### src/rtl/pkt_tx_framer.sv
// pkt_tx_framer: descriptor + write data -> header/addr/data/CRC flit stream.
// Define PKT_TX_CRC_EN to carry a real CRC-32 in the final flit (else zero).
module pkt_tx_framer #(
  parameter logic [4:0] NODE_ID    = 5'd0,
  parameter logic       DEFAULT_VC = 1'b0
) (
  input  logic        clk,
  input  logic        rst,
  input  logic        req_valid,
  output logic        req_ready,
  input  logic [3:0]  req_fmt,
  input  logic [4:0]  req_dest,
  input  logic [31:0] req_addr,
  input  logic [6:0]  req_len,
  input  logic [3:0]  req_fst_b,
  input  logic [3:0]  req_lst_b,
  input  logic [1:0]  req_id,
  input  logic        req_vc_override,
  input  logic        req_vc,
  input  logic        data_valid,
  output logic        data_ready,
  input  logic [31:0] data_word,
  output logic        flit_valid,
  input  logic        flit_ready,
  output logic [39:0] flit_out,
  output logic        tx_busy,
  output logic        pkt_sent,
  output logic        fmt_err
);

  localparam logic [3:0] F_LR = 4'h0;
  localparam logic [3:0] F_LW = 4'h1;
  localparam logic [3:0] F_SR = 4'h8;
  localparam logic [3:0] F_SW = 4'h9;

  typedef enum logic [2:0] {
    S_IDLE,
    S_HDR,
    S_ADDR,
    S_DATA,
    S_CRC
  } state_t;

  state_t      state_q, state_d;
  logic [7:0]  rem_q, rem_d;
  logic        wr_q, wr_d;
  logic [31:0] addr_q, addr_d;
  logic [7:0]  meta_q, meta_d;
  logic [39:0] flit_q, flit_d;
  logic        fv_q, fv_d;
  logic        pend_q, pend_d;
  logic        ferr_q, ferr_d;

  logic        load_ok;
  logic        acc;
  logic        sup;
  logic        long_f;
  logic [31:0] hdr;
  logic [7:0]  n_words;
  logic [7:0]  meta_in;
  logic        ld;
  logic        crc_ld;
  logic [31:0] pay;
  logic [7:0]  meta_sel;

`ifdef PKT_TX_CRC_EN
  localparam logic [31:0] POLY = 32'h04C11DB7;

  logic [31:0] crc_q, crc_d;
  logic [31:0] crc_base;

  function automatic logic [31:0] crc_step(
    input logic [31:0] c,
    input logic [31:0] d
  );
    logic [31:0] r;
    r = c;
    for (int i = 31; i >= 0; i--) begin
      r = {r[30:0], 1'b0} ^ ((r[31] ^ d[i]) ? POLY : 32'h0);
    end
    return r;
  endfunction
`endif

  always_comb begin
    load_ok = !fv_q || flit_ready;
    long_f  = !req_fmt[3];
    sup     = 1'b0;
    unique case (1'b1)
      req_fmt == F_LR: sup = 1'b1;
      req_fmt == F_LW: sup = 1'b1;
      req_fmt == F_SR: sup = 1'b1;
      req_fmt == F_SW: sup = 1'b1;
      default:         sup = 1'b0;
    endcase
    if (long_f) begin
      hdr = {req_fmt, req_dest, 8'h00,
             req_lst_b, req_fst_b, req_len};
      n_words = (req_len == 7'd0) ? 8'd128
                                  : {1'b0, req_len};
    end else begin
      hdr = {req_fmt, req_dest,
             req_addr[18:0], req_len[3:0]};
      n_words = (req_len[3:0] == 4'd0) ? 8'd16
                                       : {4'd0, req_len[3:0]};
    end
    meta_in = {req_vc_override ? req_vc : DEFAULT_VC,
               req_id, NODE_ID};
  end

  assign req_ready  = !rst && (state_q == S_IDLE) && !pend_q;
  assign acc        = req_valid && req_ready;
  assign data_ready = (state_q == S_DATA) && load_ok;
  assign flit_valid = fv_q;
  assign flit_out   = flit_q;
  assign tx_busy    = (state_q != S_IDLE) || pend_q;
  assign pkt_sent   = pend_q && fv_q && flit_ready;
  assign fmt_err    = ferr_q;

  always_comb begin
    state_d = state_q;
    rem_d   = rem_q;
    wr_d    = wr_q;
    addr_d  = addr_q;
    meta_d  = meta_q;
    ld      = 1'b0;
    crc_ld  = 1'b0;
    pay     = 32'h0;
    ferr_d  = acc && !sup;
    unique case (state_q)
      S_IDLE: begin
        // The output register is free at accept, so HDR is
        // resolved here to put the header out the next cycle.
        if (acc && sup) begin
          wr_d    = req_fmt[0];
          addr_d  = req_addr;
          meta_d  = meta_in;
          rem_d   = n_words;
          ld      = 1'b1;
          pay     = hdr;
          state_d = long_f     ? S_ADDR :
                    req_fmt[0] ? S_DATA : S_CRC;
        end
      end
      S_HDR: begin
        state_d = S_IDLE;
      end
      S_ADDR: begin
        if (load_ok) begin
          ld      = 1'b1;
          pay     = addr_q;
          state_d = wr_q ? S_DATA : S_CRC;
        end
      end
      S_DATA: begin
        if (data_valid && load_ok) begin
          ld    = 1'b1;
          pay   = data_word;
          rem_d = rem_q - 8'd1;
          if (rem_q == 8'd1) state_d = S_CRC;
        end
      end
      S_CRC: begin
        if (load_ok) begin
          ld      = 1'b1;
          crc_ld  = 1'b1;
          state_d = S_IDLE;
`ifdef PKT_TX_CRC_EN
          pay = crc_q;
`else
          pay = 32'h0;
`endif
        end
      end
      default: state_d = S_IDLE;
    endcase

    meta_sel = acc ? meta_in : meta_q;
    flit_d   = ld ? {meta_sel, pay} : flit_q;
    fv_d     = ld ? 1'b1 : (flit_ready ? 1'b0 : fv_q);
    pend_d   = pend_q;
    if (pend_q && fv_q && flit_ready) pend_d = 1'b0;
    if (crc_ld) pend_d = 1'b1;

`ifdef PKT_TX_CRC_EN
    crc_base = (state_q == S_IDLE) ? 32'hFFFF_FFFF : crc_q;
    crc_d    = crc_q;
    if (ld && !crc_ld) crc_d = crc_step(crc_base, pay);
`endif
  end

  always_ff @(posedge clk) begin
    if (rst) begin
      state_q <= S_IDLE;
      rem_q   <= 8'd0;
      wr_q    <= 1'b0;
      addr_q  <= 32'h0;
      meta_q  <= 8'h0;
      flit_q  <= 40'h0;
      fv_q    <= 1'b0;
      pend_q  <= 1'b0;
      ferr_q  <= 1'b0;
`ifdef PKT_TX_CRC_EN
      crc_q   <= 32'hFFFF_FFFF;
`endif
    end else begin
      state_q <= state_d;
      rem_q   <= rem_d;
      wr_q    <= wr_d;
      addr_q  <= addr_d;
      meta_q  <= meta_d;
      flit_q  <= flit_d;
      fv_q    <= fv_d;
      pend_q  <= pend_d;
      ferr_q  <= ferr_d;
`ifdef PKT_TX_CRC_EN
      crc_q   <= crc_d;
`endif
    end
  end

endmodule

### config.mk
export PLATFORM = sky130hd
export DESIGN_NAME = pkt_tx_framer
export DESIGN_NICKNAME = d
export VERILOG_FILES = /design/src/rtl/pkt_tx_framer.sv
export SDC_FILE = /design/constraint.sdc
export NUM_CORES = 1
export LEC_CHECK = 0
export CORE_ASPECT_RATIO = 1.75
export CORE_MARGIN = 3
export CORE_UTILIZATION = 35
export CTS_CLUSTER_SIZE = 25
export DETAILED_ROUTE_END_ITERATION = 10
export GPL_ROUTABILITY_DRIVEN = 0
export PLACE_DENSITY = 0.61
export SLEW_MARGIN = 20
export SYNTH_ARGS = -nofsm -noshare
export SYNTH_HDL_FRONTEND = slang
export SYNTH_SLANG_ARGS = --single-unit
### constraint.sdc
create_clock -name clk -period 5.15 [get_ports clk]
set_input_delay 1.03 -clock clk [delete_from_list [all_inputs] [get_ports clk]]
set_output_delay 1.03 -clock clk [all_outputs]
set_load 0.1 [all_outputs]
Figure 1. Met1 routing (run 1).
The bar under the picture is 20 microns long. Supply wires on this layer in gray.
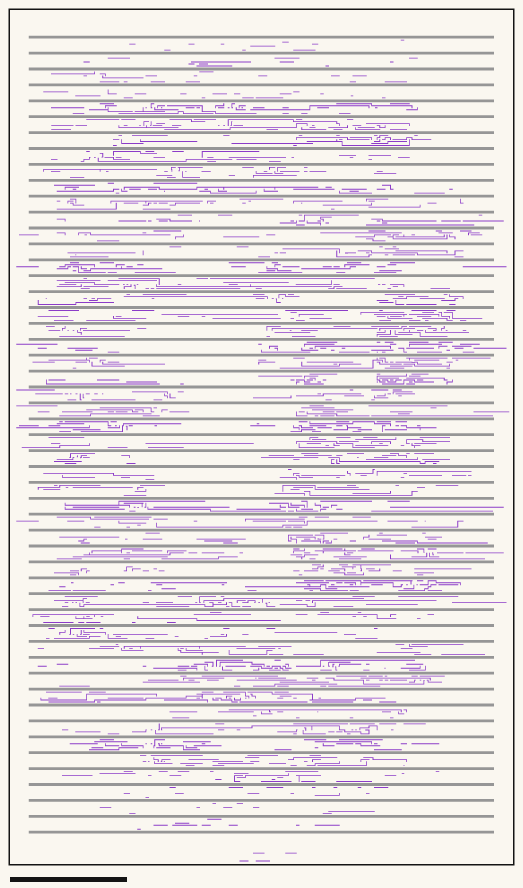
The wires run mostly horizontal. The longest straight run is 29.9 microns.

Figure 2. M2 wires (run 1).
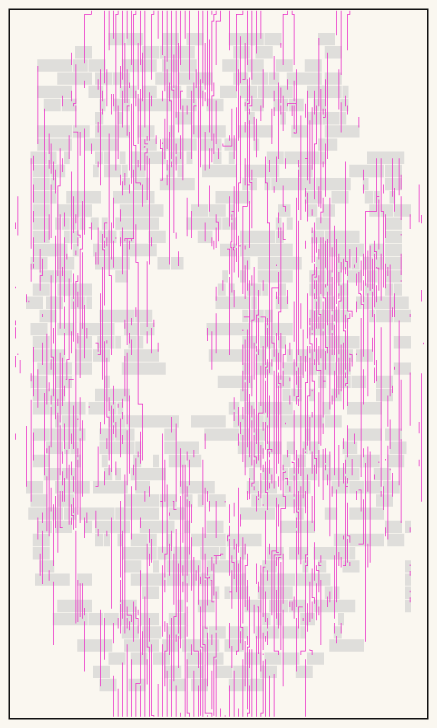
The layer holds 55% of the routed length. 556 nets have wire on it.

==> GITHUB_STEP_SUMMARY, run 1 <==
## PnR job results

| Metric | Value |
|---|---|
| Post-synth top area cell | dfxtp_1 |
| Area Overhead vs Synth | 42.0% |
| Max Clock Freq | 0.255 GHz |
| Crit-path cells | clkdlybuf4s50_1 -> nor2b_1 -> nor2_1 -> clkdlybuf4s50_1 |
| RR Startpoint | state_q[1] |
| Post-synth EDFFs | 0 |
| Netlist cell types | around 50 |
| CP endpoint kind | output port |
| CP required | roughly 4000 ps |
| Min cycle time layout | 3920 ps |
| FF-to-FF path depth | 4 |
| DRC | 0 |
| Leak Pwr | 1.88 nW |
| RR Endpoint | rem_q[7] |
| Syn_area_per_cell | 9.04 sq um |
| Slew Viols, Final | 0 |
| TritonCTS Buffers | 9 |
| Worst path arrival time | about 2900 ps |
| FP Util | between 30% and 40% |
| Max_cap viols | 0 |
| Largest net degree at the start of global routing | 86 |
| Max incr delay on CP | 1150 ps |
| Hpwl dp | 9170 microns |
| All-Layer GR Usage | 20.5% |
| H-tree Lvls | 3 |
| DR WL/cell | 19.2 microns |
| Setup repair after global routing missed its margin | false |
| Reg area | 1700 sq um |
| Status | completed |
| Slowest CP cell | clkdlybuf4s50_1 |
Figure 3. Met3 routing (run 1).
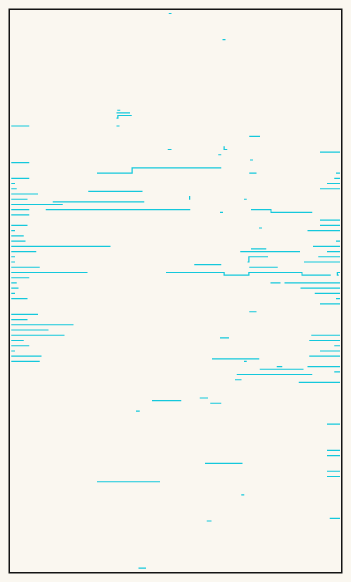
96 nets have wire on it. The longest straight run is 37.3 microns. The layer carries 680 microns of wire. The layer holds 5.2% of the routed length.

Figure 4. Met4 routing (run 1).
The bar under the picture is 20 microns long. Supply wires on this layer in gray.
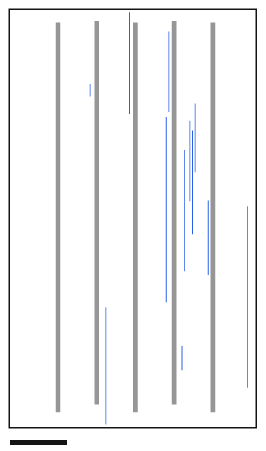
The longest straight run is 64.6 microns. The wires run mostly vertical. 11 nets have wire on it.

## run 1: worst max path at each step
stage                          start         end  slack, ps  cells past startpoint
after CTS                 flit_ready  data_ready       1240                      4
final                     flit_ready  data_ready       1230                      4
after global routing      flit_ready  data_ready       1150                      4
after global placement    flit_ready  data_ready       1250                      4
after floorplan                  rst   req_ready        820                      2
after detailed placement  flit_ready  data_ready       1240                      4
## run 1: registers in the layout, summed over array words and instances, names as in the netlist
| signal | flops |
|---|---|
| flit_out | 35 |
| addr_q | 32 |
| rem_q | 8 |
| meta_q | 3 |
| state_q | 3 |
| flit_valid | 1 |
| fmt_err | 1 |
| pend_q | 1 |
| wr_q | 1 |
## run 1: cells in the mapped netlist (6+ instances only)
master / count
dfxtp_1: 85
nand2_1: 78
a21oi_1: 44
o2bb2ai_1: 31
a222oi_1: 28
buf_2: 17
clkbuf_1: 17
nor2_1: 13
mux2_2: 11
nand3_1: 11
a221oi_1: 6
and3_1: 6
## run 1: logic make-up after synthesis
| logic type | Yosys count | synth area share [%] |
|---|---|---|
| AND-OR/OR-AND | 141 | 27.2 |
| AND/OR/NAND/NOR | 140 | 17.6 |
| flip-flops | 85 | 43.4 |
| buffers and inverters | 49 | 6.66 |
| multiplexers | 16 | 4.43 |
| adder cells (fa/ha/maj) | 2 | 0.637 |
| other | 1 | 0.0955 |
## run 1: where the power goes
group	leakage [nW]	total (mW)	internal, mW	switching, mW
Sequential	0.688	0.690	0.676	0.0136
Clock	0.141	0.675	0.420	0.255
Combinational	1.05	0.319	0.122	0.196
## run 1: metrics by stage
step	cells	util [%]	hold WS (ps)	total power, mW
2_1_floorplan	438	-	436	0.894
6_report	680	51.5	455	1.68
5_1_grt	680	51.5	476	1.75
3_5_place_dp	666	48.7	447	1.02
3_3_place_gp	666	48.7	443	1.02
4_1_cts	680	51.5	456	1.70
## run 1: layer usage
| layer | vias up | share of wire [%] | global-route usage [%] | routed length, microns |
|---|---|---|---|---|
| li1 | 1863 | - | - | - |
| met1 | 1903 | 37 | 21.8 | 4840 |
| met2 | 136 | 55 | 37.3 | 7120 |
| met3 | 28 | 5.2 | 4.29 | 680 |
| met4 | 0 | 3.1 | 10.1 | 399 |
| met5 | - | 0 | 0 | 0 |
## run 1: critical path: cells and delay by family
kind,cells,cell delay [ps]
buffers and inverters,2,1660
and+or+nand+nor,2,200
## run 1: area by class of cell
type,count,area share [%]
sequential,85,30.5
clock buffer,10,4.11
multi-input combinational,304,35.6
tap,130,2.92
clock inverter,4,1.35
inverter,5,0.337
timing repair buffer,142,25.2
Figure 5. Routing congestion (run 1).
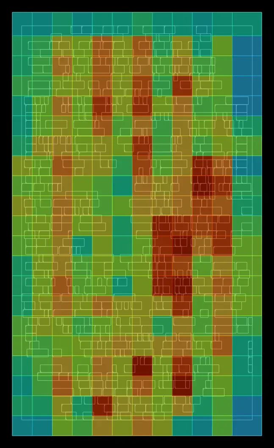

==> run 2, diff against run 1 <==
==> constraint.sdc (replaced) <==
create_clock -name clk -period 4.04 [get_ports clk]
set_input_delay 0.808 -clock clk [delete_from_list [all_inputs] [get_ports clk]]
set_output_delay 0.808 -clock clk [all_outputs]
set_load 0.1 [all_outputs]
Figure 6. Routing congestion (run 2).
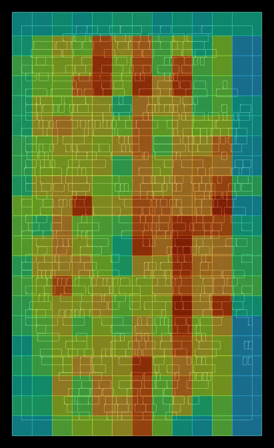
final core utilization: 51.6%
All-Layer GR Usage: 20.5%
grt met2 use: 38.6%
DR WL/cell: 18.8 microns
gr busiest metal: met2

Figure 7. Met3 routing (run 2).
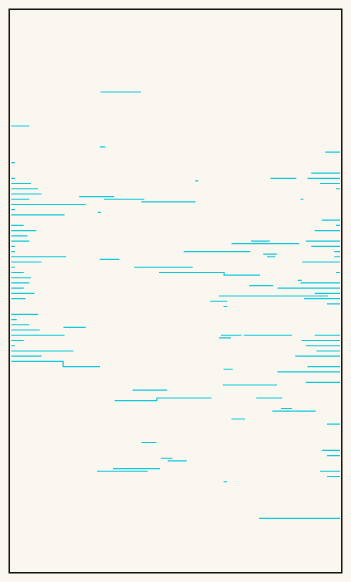
The wires run mostly horizontal. The longest straight run is 28.1 microns.

==> GITHUB_STEP_SUMMARY, run 2 <==
## PnR job results

| Metric | Value |
|---|---|
| Top comb family, area | AND-OR/OR-AND gates |
| Setup repair after global routing missed its margin | false |
| Initial antenna violation count | 0 |
| Synth Area in Adders | 0.638% (unchanged) |
| Max reg flops | 35 (unchanged) |
| Post-synth top area cell | dfxtp_1 |
| Worst path arrival time | 2220 ps (-670 ps) |
| CP endpoint kind | output port |
| Sw Share | 27.3% (-0.39 points) |
| Max Clock Freq | 0.330 GHz |
| Area Overhead vs Synth | 42.3% |
| Status | completed |
| Largest net degree at the start of global routing | 62 (-28%) |
| Leak Pwr | 1.90 nW (+1.2%) |
| FP Util | 36.3% (unchanged) |
| Tot Pwr | 2.14 mW (+27%) |
| TritonCTS Buffers | 9 (unchanged) |
| Slew Viols, Final | 0 (unchanged) |
| Min cycle time layout | 3030 ps |
| Max incr delay on CP | 970 ps (-180 ps) |
| Synth Area in Compound Gates | 27.2% (unchanged) |
| XOR-XNOR Cells, Area Fraction | 0% (unchanged) |
| Crit-path cells | nor3_2 -> nand2b_1 -> clkdlybuf4s50_1 |
| MUX share of area | 4.43% (unchanged) |
| Clock sink count | 85 |
| Syn_area_per_cell | 9.04 sq um (unchanged) |
| Clk pwr share | 40.1% (about the same) |
| H-tree Lvls | 3 (unchanged) |
| Switching power | 584 uW (+26%) |
| Post-synth EDFFs | 0 (unchanged) |
| DRC | 0 (unchanged) |
| Comb pwr share | 18.8% (about the same) |
| DRT Wirelength | 12,900 microns |
| Internal cell power | 1.56 mW (+28%) |
| Hpwl dp | 9410 microns (+2.6%) |
| Simple Share, Synth | 17.6% (unchanged) |
| Dominant cell area share | between 40 and 50% |
| Netlist cell types | 50 (unchanged) |
| Slowest CP cell | clkdlybuf4s50_1 |
| CP required | 3230 ps (-890 ps) |
| Reg power frac | 41.0% (about the same) |
[run 2: cell counts after synthesis]
Identical to the previous run, type by type.
[run 2: final timing paths]
| kind | startpoint | cells after the start | to |
|---|---|---|---|
| max | state_q[1] | 3 | tx_busy |
| min | addr_q[16] | 2 | addr_q[16] |
| max reg2reg | state_q[1] | 5 | flit_out[21] |
| min reg2reg | addr_q[16] | 2 | addr_q[16] |
[run 2: kinds of logic after synthesis]
| family | count (synthesis) |
|---|---|
| adders and majority gates | 2 |
| DFF | 85 |
| buffers and inverters | 49 |
| AOI/OAI and AO/OA | 141 |
| and+or+nand+nor | 140 |
| other | 1 |
| muxes | 16 |
[run 2: power by group through the flow]
stage	Combinational [mW]	Sequential (mW)	Clock, mW
6_report	0.404	0.879	0.860
3_5_place_dp	0.405	0.898	0
3_3_place_gp	0.403	0.897	0
5_1_grt	0.427	0.882	0.912
4_1_cts	0.406	0.879	0.880
2_1_floorplan	0.160	0.980	0
[run 2: per-stage QoR]
step | hold WS (ps) | instances
after floorplan | 436 | 438
after global placement | 443 | 668
after detailed placement | 447 | 668
after CTS | 458 | 684
after global routing | 470 | 684
final | 453 | 684
[run 2: layout make-up]
| type | instances | area [sq um] | area share [%] |
|---|---|---|---|
| sequential | 85 | 1700 | 30.5 |
| multi-input combinational | 304 | 1980 | 35.5 |
| inverter | 5 | 18.8 | 0.336 |
| clock buffer | 12 | 236 | 4.23 |
| timing repair buffer | 144 | 1410 | 25.3 |
| tap | 130 | 163 | 2.91 |
| clock inverter | 4 | 72.6 | 1.30 |
[run 2: critical path, delay by kind of cell (launching register included)]
kind / cells / cell delay (ps)
buf+inv: 1 / 970
simple gates: 2 / 510
flops: 1 / 410
[run 2: per-layer routing]
metal | routed length (microns) | track usage, %
met4 | 278 | 7.45
met2 | 7300 | 38.6
met1 | 4530 | 21.9
met3 | 751 | 4.18
met5 | 0 | 0
Power figures rest on the tool's default switching activity, not on a simulated workload.
